===== config.mk =====
export PLATFORM = sky130hd
export DESIGN_NAME = imem_boot_ctrl
export DESIGN_NICKNAME = d
export VERILOG_FILES = /design/src/rtl/imem_boot_ctrl.sv
export SDC_FILE = /design/constraint.sdc
export NUM_CORES = 1
export LEC_CHECK = 0
export CAP_MARGIN = 20
export CORE_MARGIN = 2
export CORE_UTILIZATION = 23
export DETAILED_ROUTE_END_ITERATION = 12
export PLACE_DENSITY_LB_ADDON = 0.08
export SYNTH_ARGS = -nofsm -noshare
export SYNTH_HDL_FRONTEND = slang
export SYNTH_SLANG_ARGS = --single-unit

===== constraint.sdc =====
create_clock -name clk -period 2.14 [get_ports clk]
set_clock_uncertainty 0.1 [all_clocks]
set_input_delay 0.214 -clock clk [delete_from_list [all_inputs] [get_ports clk]]
set_output_delay 0.214 -clock clk [all_outputs]
set_load 0.02 [all_outputs]

===== src/rtl/imem_boot_ctrl.sv =====
// Boot/program controller for the instruction RAM.
// Holds the core stalled while a host streams a program in byte by byte,
// packs the bytes little-endian into 32-bit words and writes them to the RAM.
// Once the load is done it hands the RAM read port to the core's fetch path.
module imem_boot_ctrl #(
  parameter int unsigned DEPTH = 64,
  parameter logic [31:0] NOP   = 32'h00000013
) (
  input  logic        clk,
  input  logic        rst_n,
  input  logic        ld_start,
  input  logic [8:0]  ld_words,
  input  logic        ld_valid,
  input  logic [7:0]  ld_byte,
  output logic        ld_ready,
  output logic        ld_done,
  output logic        ld_err,
  input  logic [31:0] cpu_pc,
  output logic [31:0] cpu_inst,
  output logic        cpu_hold,
  output logic        fetch_fault,
  output logic [31:0] mem_addr,
  output logic        mem_we,
  output logic [31:0] mem_wdata,
  input  logic [31:0] mem_rdata
);

  typedef enum logic [1:0] {S_HOLD, S_LOAD, S_COMMIT, S_RUN} state_t;

  localparam logic [8:0]  DEPTH_W  = 9'(DEPTH);
  localparam logic [29:0] DEPTH_PC = 30'(DEPTH);

  state_t      state_q, state_d;
  logic [1:0]  byte_cnt_q, byte_cnt_d;
  logic [7:0]  word_idx_q, word_idx_d;
  logic [8:0]  word_cnt_q, word_cnt_d;
  logic [31:0] asm_q, asm_d;
  logic        err_q, err_d;
  logic        done_q, done_d;

  logic        last_word;
  logic        pc_bad;

  // Word index is 8 bits wide; the 9-bit compare covers DEPTH = 256.
  assign last_word = (({1'b0, word_idx_q} + 9'd1) == word_cnt_q);
  assign pc_bad    = (cpu_pc[1:0] != 2'b00) || (cpu_pc[31:2] >= DEPTH_PC);

  // State and datapath registers; reset discards any partial word.
  always_ff @(posedge clk or negedge rst_n) begin
    if (!rst_n) begin
      state_q    <= S_HOLD;
      byte_cnt_q <= 2'd0;
      word_idx_q <= 8'd0;
      word_cnt_q <= 9'd0;
      asm_q      <= 32'd0;
      err_q      <= 1'b0;
      done_q     <= 1'b0;
    end else begin
      state_q    <= state_d;
      byte_cnt_q <= byte_cnt_d;
      word_idx_q <= word_idx_d;
      word_cnt_q <= word_cnt_d;
      asm_q      <= asm_d;
      err_q      <= err_d;
      done_q     <= done_d;
    end
  end

  // Next-state: start/length checks, byte assembly and word commit sequencing.
  always_comb begin
    state_d    = state_q;
    byte_cnt_d = byte_cnt_q;
    word_idx_d = word_idx_q;
    word_cnt_d = word_cnt_q;
    asm_d      = asm_q;
    err_d      = err_q;
    done_d     = 1'b0;
    case (state_q)
      S_HOLD, S_RUN: begin
        if (ld_start) begin
          if (ld_words > DEPTH_W) begin
            err_d = 1'b1;
          end else begin
            err_d = 1'b0;
            if (ld_words != 9'd0) begin
              state_d    = S_LOAD;
              word_cnt_d = ld_words;
              word_idx_d = 8'd0;
              byte_cnt_d = 2'd0;
              asm_d      = 32'd0;
            end else begin
              state_d = S_RUN;
            end
          end
        end
      end
      S_LOAD: begin
        if (ld_valid) begin
          asm_d[{byte_cnt_q, 3'b000} +: 8] = ld_byte;
          byte_cnt_d = byte_cnt_q + 2'd1;
          if (byte_cnt_q == 2'd3) state_d = S_COMMIT;
        end
      end
      S_COMMIT: begin
        byte_cnt_d = 2'd0;
        if (last_word) begin
          // Park the index at 0 so it never reaches DEPTH.
          state_d    = S_RUN;
          done_d     = 1'b1;
          word_idx_d = 8'd0;
        end else begin
          state_d    = S_LOAD;
          word_idx_d = word_idx_q + 8'd1;
        end
      end
      default: state_d = S_HOLD;
    endcase
  end

  // Output decode: RAM port ownership and the core's fetch view.
  always_comb begin
    ld_ready    = 1'b0;
    mem_we      = 1'b0;
    mem_addr    = 32'd0;
    mem_wdata   = 32'd0;
    cpu_hold    = 1'b1;
    cpu_inst    = NOP;
    fetch_fault = 1'b0;
    case (state_q)
      S_LOAD: ld_ready = 1'b1;
      S_COMMIT: begin
        mem_we    = 1'b1;
        mem_addr  = {22'd0, word_idx_q, 2'b00};
        mem_wdata = asm_q;
      end
      S_RUN: begin
        cpu_hold    = 1'b0;
        mem_addr    = cpu_pc;
        fetch_fault = pc_bad;
        cpu_inst    = pc_bad ? NOP : mem_rdata;
      end
      default: ;
    endcase
  end

  assign ld_done = done_q;
  assign ld_err  = err_q;

endmodule


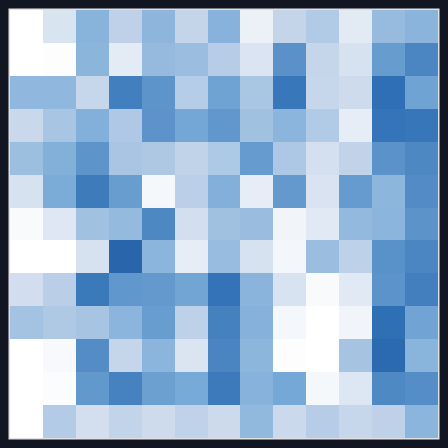
run_1/util_map.png
The die is cut into 13 by 13 equal tiles; white is low, dark blue is high, 0 to 100% covered.
mean over tiles = 37%
fullest tile = 79%
nearly empty tiles = 7.1%
tiles over 75% full = 1.2%

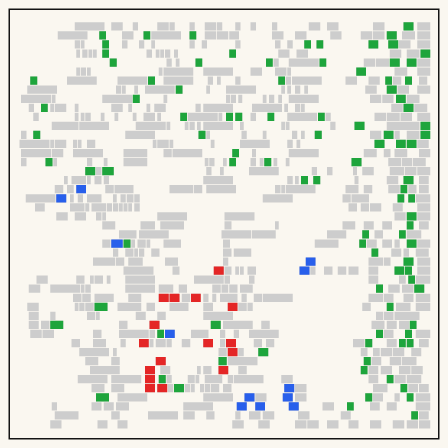
run_1/gates.png
green -> and/or cells  # cells 97, most used and2_1, where all over the die
red -> xor and xnor cells  # cells 16, most used xor2_1
blue -> non-inverting ao/oa cells  # cells 12, most used a22o_1
share of the final layout cell area in multi-input gates: 35.33%
most common logic cell in the routed design: sky130_fd_sc_hd__nand2_1
Cell Count, Final, Fillers Out: 835

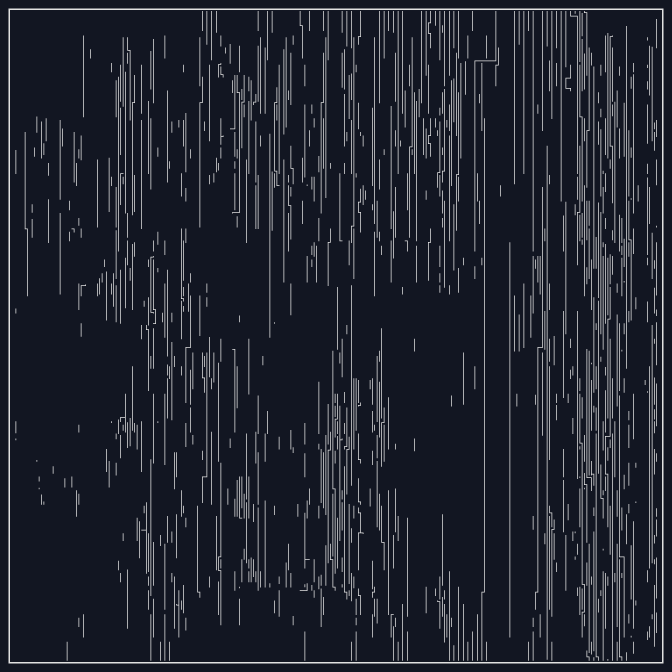
run_1/m2.png
wire length on this layer = 6870 um
share of all routed wire = 52%
longest straight run = 101 um
met2 layer usage reported by global route: 28.42%
total via count after detailed routing: 3767
final routed wirelength across all metal layers: 13.15 mm

==> deck_impl_summary.md, run 1 <==
Physical Implementation Snapshot

Outcome
  • Outcome: complete, no violations

Worst setup path
  • Crit. Startpoint: cpu_pc[21]
  • Delay contributed by the slowest stage of the critical path: 250 ps
  • Worst R2R End: state_q[1]
  • Critical path depth: 9
  • Top Family by Delay on Critical Path: buffers and inverters
  • Cell chain of the critical path: dlygate4sd2_1 -> nor4_1 -> nand4_1 -> buf_6 -> nor3_4 -> buf_6 -> buf_8 -> and2_1 -> buf_4
  • Critical Path RT: 1830 ps
  • R2R depth: 7
  • Bufs and invs on worst path: 5
  • Largest fanout of any net on the critical path: 8
  • CP startpoint kind: input port
  • Critical path data arrival time: 1760 ps
  • Type of the worst setup path: input port to primary output
  • Worst reg2reg path startpoint: word_idx_q[1]
  • Last element of the critical path: cpu_inst[10]

Placed design
  • Final estimated routing congestion in global placement: 0.7675
  • Number of buffer cells added on primary ports: 186
  • Detail Placement HPWL: 10.03 mm
  • Placed cell area: 6037 um2
  • Dpl cells: 820

Finish
  • Area delta synth->final: 76.59%
  • Register containing the most flip-flops in the final layout: asm_q
  • Area of all placed cells without fillers: 6315 um2
  • Top cell category: non-clock buffers
  • Registers with the highest flip-flop counts: asm_q x32, word_cnt_q x9, word_idx_q x8
  • #MultiIn Comb: 326
  • CLK BUF: 6
  • Logic area: 2231 um2
  • Number of fill cells: 1545
  • Final core utilization: 41.54%
  • Antenna Diode Count: 0
  • FF/Latch Area: 1376 um2
  • Sequential cell area share: 21.80%
  • Number of ordinary and repair buffers in the finished layout: 242
  • Registers: 55
  • Fraction of area in clock buffers and inverters: 2.318%
  • Final non-clock buffer share: 35.88%
  • Inverter count of the layout excluding clock inverters: 16
  • Layout cell share with drive strength beyond 1: 28.44%

CTS
  • Total setup buffers inserted after CTS: 6
  • Total clock sinks: 55
  • Cells resized by post-CTS repair: 256
  • CTS tree: built
  • Clock tree root driver cell: sky130_fd_sc_hd__clkbuf_16
  • Clock-pin transition on the worst setup and hold timing paths: 70 ps
  • Maximum buffer depth of the clock tree: 2
  • Num CTS Buffers: 5

GRT
  • Met3 Use GR: 3.285%
  • GR peak layer: met2
  • Met1 GRT Util: 17.53%
  • Number of antenna violations at the first check in global routing: 0
  • Number of global-route vias before repair: 3554
  • Congestion Overflow GR: 0
  • Global-route usage over all layers: 15.14%
  • Largest net degree at the start of global routing: 56
  • Wire length of the first global-routing pass: 19.52 mm

Worst hold path
  • End of the worst hold path: word_cnt_q[3]
  • Worst Min Path Start: ld_words[3]
  • Worst Hold Class: input port to flip-flop
  • Worst hold stages: 2

Power
  • Power share of the clock group: 16.9%
  • Switching Fraction: 39.84%
  • Relative contribution of combinational cells to total power: 56.3%
  • Peak VDD IR: 558.5 uV
  • Net load switching power: 1.980 mW
  • Post-layout total power: 4.970 mW
  • Clock group total power: 839 uW
  • Power density cells: 787.0 nW/um2
  • Seq pwr: 1.34 mW
  • Internal Pwr Total: 2.990 mW
  • Sequential cell fraction of total power: 26.9%

Logic synthesis
  • Count of state elements after synthesis: 55
  • Adder-Cell Fraction of Synth Area: 3.149%
  • Mux frac, synth: 4.724%
  • Post-Syn Area per Cell: 8.434 um2
  • Most frequent cell after synthesis: sky130_fd_sc_hd__and2_1
  • Count of library flops with an enable pin: 0
  • Cells after Synth: 424
  • Yosys synthesis chip area: 3576 um2
  • Sequential area share after synthesis: 38.49%
  • Leading post-synthesis cells by instance count: sky130_fd_sc_hd__and2_1 (86), sky130_fd_sc_hd__nand2_1 (71), sky130_fd_sc_hd__dfrtp_1 (55)
  • Fraction of the mapped netlist area in simple logic gates: 31.95%
  • Area leader share: 38.49%
  • Number of nets in the synthesized netlist: 518
  • Dominant combinational family: simple AND/OR/NAND/NOR gates
  • Most instantiated flip-flop cell in the synthesis netlist: sky130_fd_sc_hd__dfrtp_1
  • Top cells by area: sky130_fd_sc_hd__dfrtp_1 (38%), sky130_fd_sc_hd__and2_1 (15%), sky130_fd_sc_hd__nand2_1 (7.5%)
  • Cell count in the Yosys report: 424
  • XORs/XNORs by Area: 3.919%
  • Yosys warnings: 0
  • Post-synth top area cell: sky130_fd_sc_hd__dfrtp_1
  • Proportion of synthesized flip-flops having asynchronous set or reset: 100.0%

Floorplan
  • FP Util: 23.52%
  • Chip Height: 128.7 um
  • Die boundary width: 128.7 um
  • Tap Count: 188
  • Chip area: 16560 um2

Route
  • Post-detailed-route wirelength per cell: 15.75 um
  • Detailed-route vias per instance: 4.511
  • First-pass detailed-route iteration total: 4
  • Remaining DRCs: 0
  • DRT iter0 DRCs: 126
  • Count of antenna-violating nets left after detailed routing: 0
  • Top layer used by detailed routing: met4

Final timing
  • Final setup vio count: 0
  • Final Max-Slew Violation Tally: 0
  • Unrepaired setup endpoints after global routing: yes
  • Setup TNS: 0 ps
  • Period utilization: 96.95%
  • Achievable clock frequency: 0.4820 GHz
  • Worst Tran Pin Value: 341.3 ps
  • Worst hold margin: 194.4 ps
  • Final min period: 2075 ps
  • Max transition margin: 77.23%
  • Total count of hold-check failures in the final report: 0
  • Setup ws final: 65.26 ps

Job
  • Number of maximum-capacitance violations: 0
run_1/layers.png
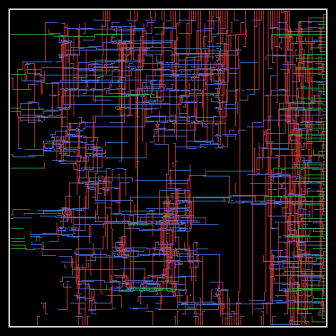

==> run 2: changes to the inputs <==
Settings changed: CORE_UTILIZATION 23 to 36.
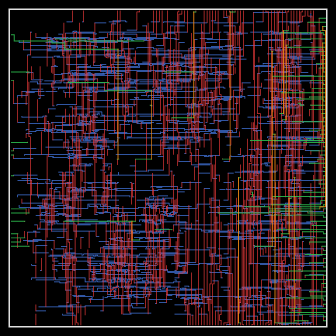
run_2/layers.png
green -> M3  # wire length 746 um
red -> M2  # wire length 7110 um
orange -> M4  # wire length 526 um
blue -> M1  # wire length 5350 um
total via count after detailed routing: 3877
global-route usage over all layers: 24.32%
final routed wirelength across all metal layers: 13.73 mm
post-detailed-route wirelength per cell: 17.44 um

==> run 2 against run 1 <==
Sequential share of layout area grew 0.21 points. Utilization grew 23 points. Critical path depth shrank 1.
==> deck_impl_summary.md, run 2 <==
Physical Implementation Snapshot

GRT
  • Number of antenna violations at the first check in global routing: 2 (+2)
  • Largest net degree at the start of global routing: 39 (-30%)
  • GR peak layer: met2
  • Met3 Use GR: 5.979% (+2.7 points)
  • Met1 GRT Util: 26.62% (+9.1 points)
  • Wire length of the first global-routing pass: 20.59 mm (+5.5%)
  • Met2 layer usage reported by global route: 43.76% (+15 points)
  • Number of global-route vias before repair: 3806 (+7.1%)
  • Congestion Overflow GR: 0 (unchanged)

Finish
  • Fraction of area in clock buffers and inverters: 1.440% (-0.88 points)
  • Inverter count of the layout excluding clock inverters: 16 (unchanged)
  • Logic area: 2281 um2 (+2.2%)
  • #MultiIn Comb: 326 (unchanged)
  • Cell Count, Final, Fillers Out: 787 (-5.7%)
  • Final non-clock buffer share: 36.39% (+0.50 points)
  • Area of all placed cells without fillers: 6255 um2 (-0.95%)
  • Number of ordinary and repair buffers in the finished layout: 247 (+2.1%)
  • Most common logic cell in the routed design: sky130_fd_sc_hd__nand2_1
  • Area delta synth->final: 74.91%
  • Registers with the highest flip-flop counts: asm_q x32, word_cnt_q x9, word_idx_q x8
  • CLK BUF: 6 (unchanged)
  • Registers: 55 (unchanged)
  • FF/Latch Area: 1376 um2 (unchanged)
  • Antenna Diode Count: 2 (+2)

Final timing
  • Worst hold margin: 53.75 ps (-140.6 ps)
  • Achievable clock frequency: 0.4805 GHz (-0.31%)
  • Setup TNS: 0 ps (unchanged)
  • Final setup vio count: 0 (unchanged)
  • Max transition margin: 64.00% (-13 points)
  • Final min period: 2081 ps (+6.380 ps)
  • Worst Tran Pin Value: 539.9 ps (+198.6 ps)
  • Total count of hold-check failures in the final report: 0 (unchanged)
  • Setup ws final: 58.88 ps (-6.380 ps)
  • Final Max-Slew Violation Tally: 0 (unchanged)

Route
  • Count of antenna-violating nets left after detailed routing: 0 (unchanged)
  • First-pass detailed-route iteration total: 4 (unchanged)
  • Remaining DRCs: 0 (unchanged)
  • DRT iter0 DRCs: 151 (+20%)
  • Top layer used by detailed routing: met4

Logic synthesis
  • Post-synth top area cell: sky130_fd_sc_hd__dfrtp_1
  • XORs/XNORs by Area: 3.919% (unchanged)
  • Adder-Cell Fraction of Synth Area: 3.149% (unchanged)
  • Yosys warnings: 0 (unchanged)
  • Count of state elements after synthesis: 55 (unchanged)
  • Top cells by area: sky130_fd_sc_hd__dfrtp_1 (38%), sky130_fd_sc_hd__and2_1 (15%), sky130_fd_sc_hd__nand2_1 (7.5%)
  • Sequential area share after synthesis: 38.49% (unchanged)
  • Dominant combinational family: simple AND/OR/NAND/NOR gates
  • Proportion of synthesized flip-flops having asynchronous set or reset: 100.0% (unchanged)
  • Number of nets in the synthesized netlist: 518 (unchanged)
  • Cells after Synth: 424 (unchanged)
  • Yosys synthesis chip area: 3576 um2 (unchanged)
  • Count of library flops with an enable pin: 0 (unchanged)
  • Leading post-synthesis cells by instance count: sky130_fd_sc_hd__and2_1 (86), sky130_fd_sc_hd__nand2_1 (71), sky130_fd_sc_hd__dfrtp_1 (55)
  • Most instantiated flip-flop cell in the synthesis netlist: sky130_fd_sc_hd__dfrtp_1
  • Fraction of the mapped netlist area in simple logic gates: 31.95% (unchanged)
  • Post-Syn Area per Cell: 8.434 um2 (unchanged)
  • Most frequent cell after synthesis: sky130_fd_sc_hd__and2_1
  • Cell count in the Yosys report: 424 (unchanged)

Worst setup path
  • CP startpoint kind: input port
  • Critical Path RT: 1830 ps (about the same)
  • Delay contributed by the slowest stage of the critical path: 280 ps (+30 ps)
  • Critical path data arrival time: 1770 ps (about the same)
  • Worst R2R End: state_q[1]
  • Worst reg2reg path startpoint: word_idx_q[1]
  • Critical path depth: 8 (-1)
  • Largest fanout of any net on the critical path: 6 (-2)
  • Crit. Startpoint: cpu_pc[25]
  • R2R depth: 6 (-1)
  • Top Family by Delay on Critical Path: simple AND/OR/NAND/NOR gates

Power
  • Power density cells: 780.0 nW/um2 (-0.90%)
  • Relative contribution of combinational cells to total power: 60.4% (+4.1 points)
  • Power share of the clock group: 12.1% (-4.8 points)
  • Clock group total power: 591 uW (-30%)
  • Peak VDD IR: 576.5 uV (+3.2%)
  • Sequential cell fraction of total power: 27.4% (+0.5 points)
  • Internal Pwr Total: 2.821 mW (-5.7%)
  • Post-layout total power: 4.879 mW (-1.8%)

Floorplan
  • Chip area: 10750 um2 (-35%)
  • Chip Height: 103.7 um (-19%)
  • Die boundary width: 103.7 um (-19%)

Placed design
  • Number of buffer cells added on primary ports: 186 (unchanged)
  • Dpl cells: 765 (-6.7%)
  • Detail Placement HPWL: 10.23 mm (+2.0%)
  • Placed cell area: 5918 um2 (-2.0%)

CTS
  • Total clock sinks: 55 (unchanged)
  • Total setup buffers inserted after CTS: 5 (-1)
  • Clock-pin transition on the worst setup and hold timing paths: 90 ps (+20 ps)
  • Cells resized by post-CTS repair: 343 (+34%)
  • Clock tree root driver cell: sky130_fd_sc_hd__clkbuf_8
  • CTS tree: built

Outcome
  • Outcome: complete, no violations

Worst hold path
  • Worst Hold Class: input port to flip-flop
  • End of the worst hold path: word_cnt_q[4]

Job
  • Number of maximum-capacitance violations: 0 (unchanged)
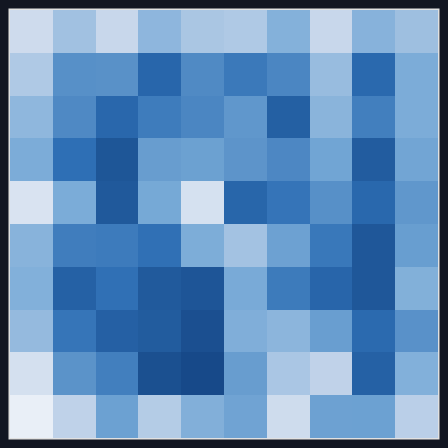
run_2/util_map.png
The die is cut into 10 by 10 equal tiles; white is low, dark blue is high, 0 to 100% covered.
tiles over 75% full = 22%
mean over tiles = 57%
fullest tile = 90%
densest ninth of the die = middle right
core box area: 9729 um2
final core utilization: 64.29%
FP Util: 36.75%

No activity file was given, so power comes from the tool's default toggle rates.
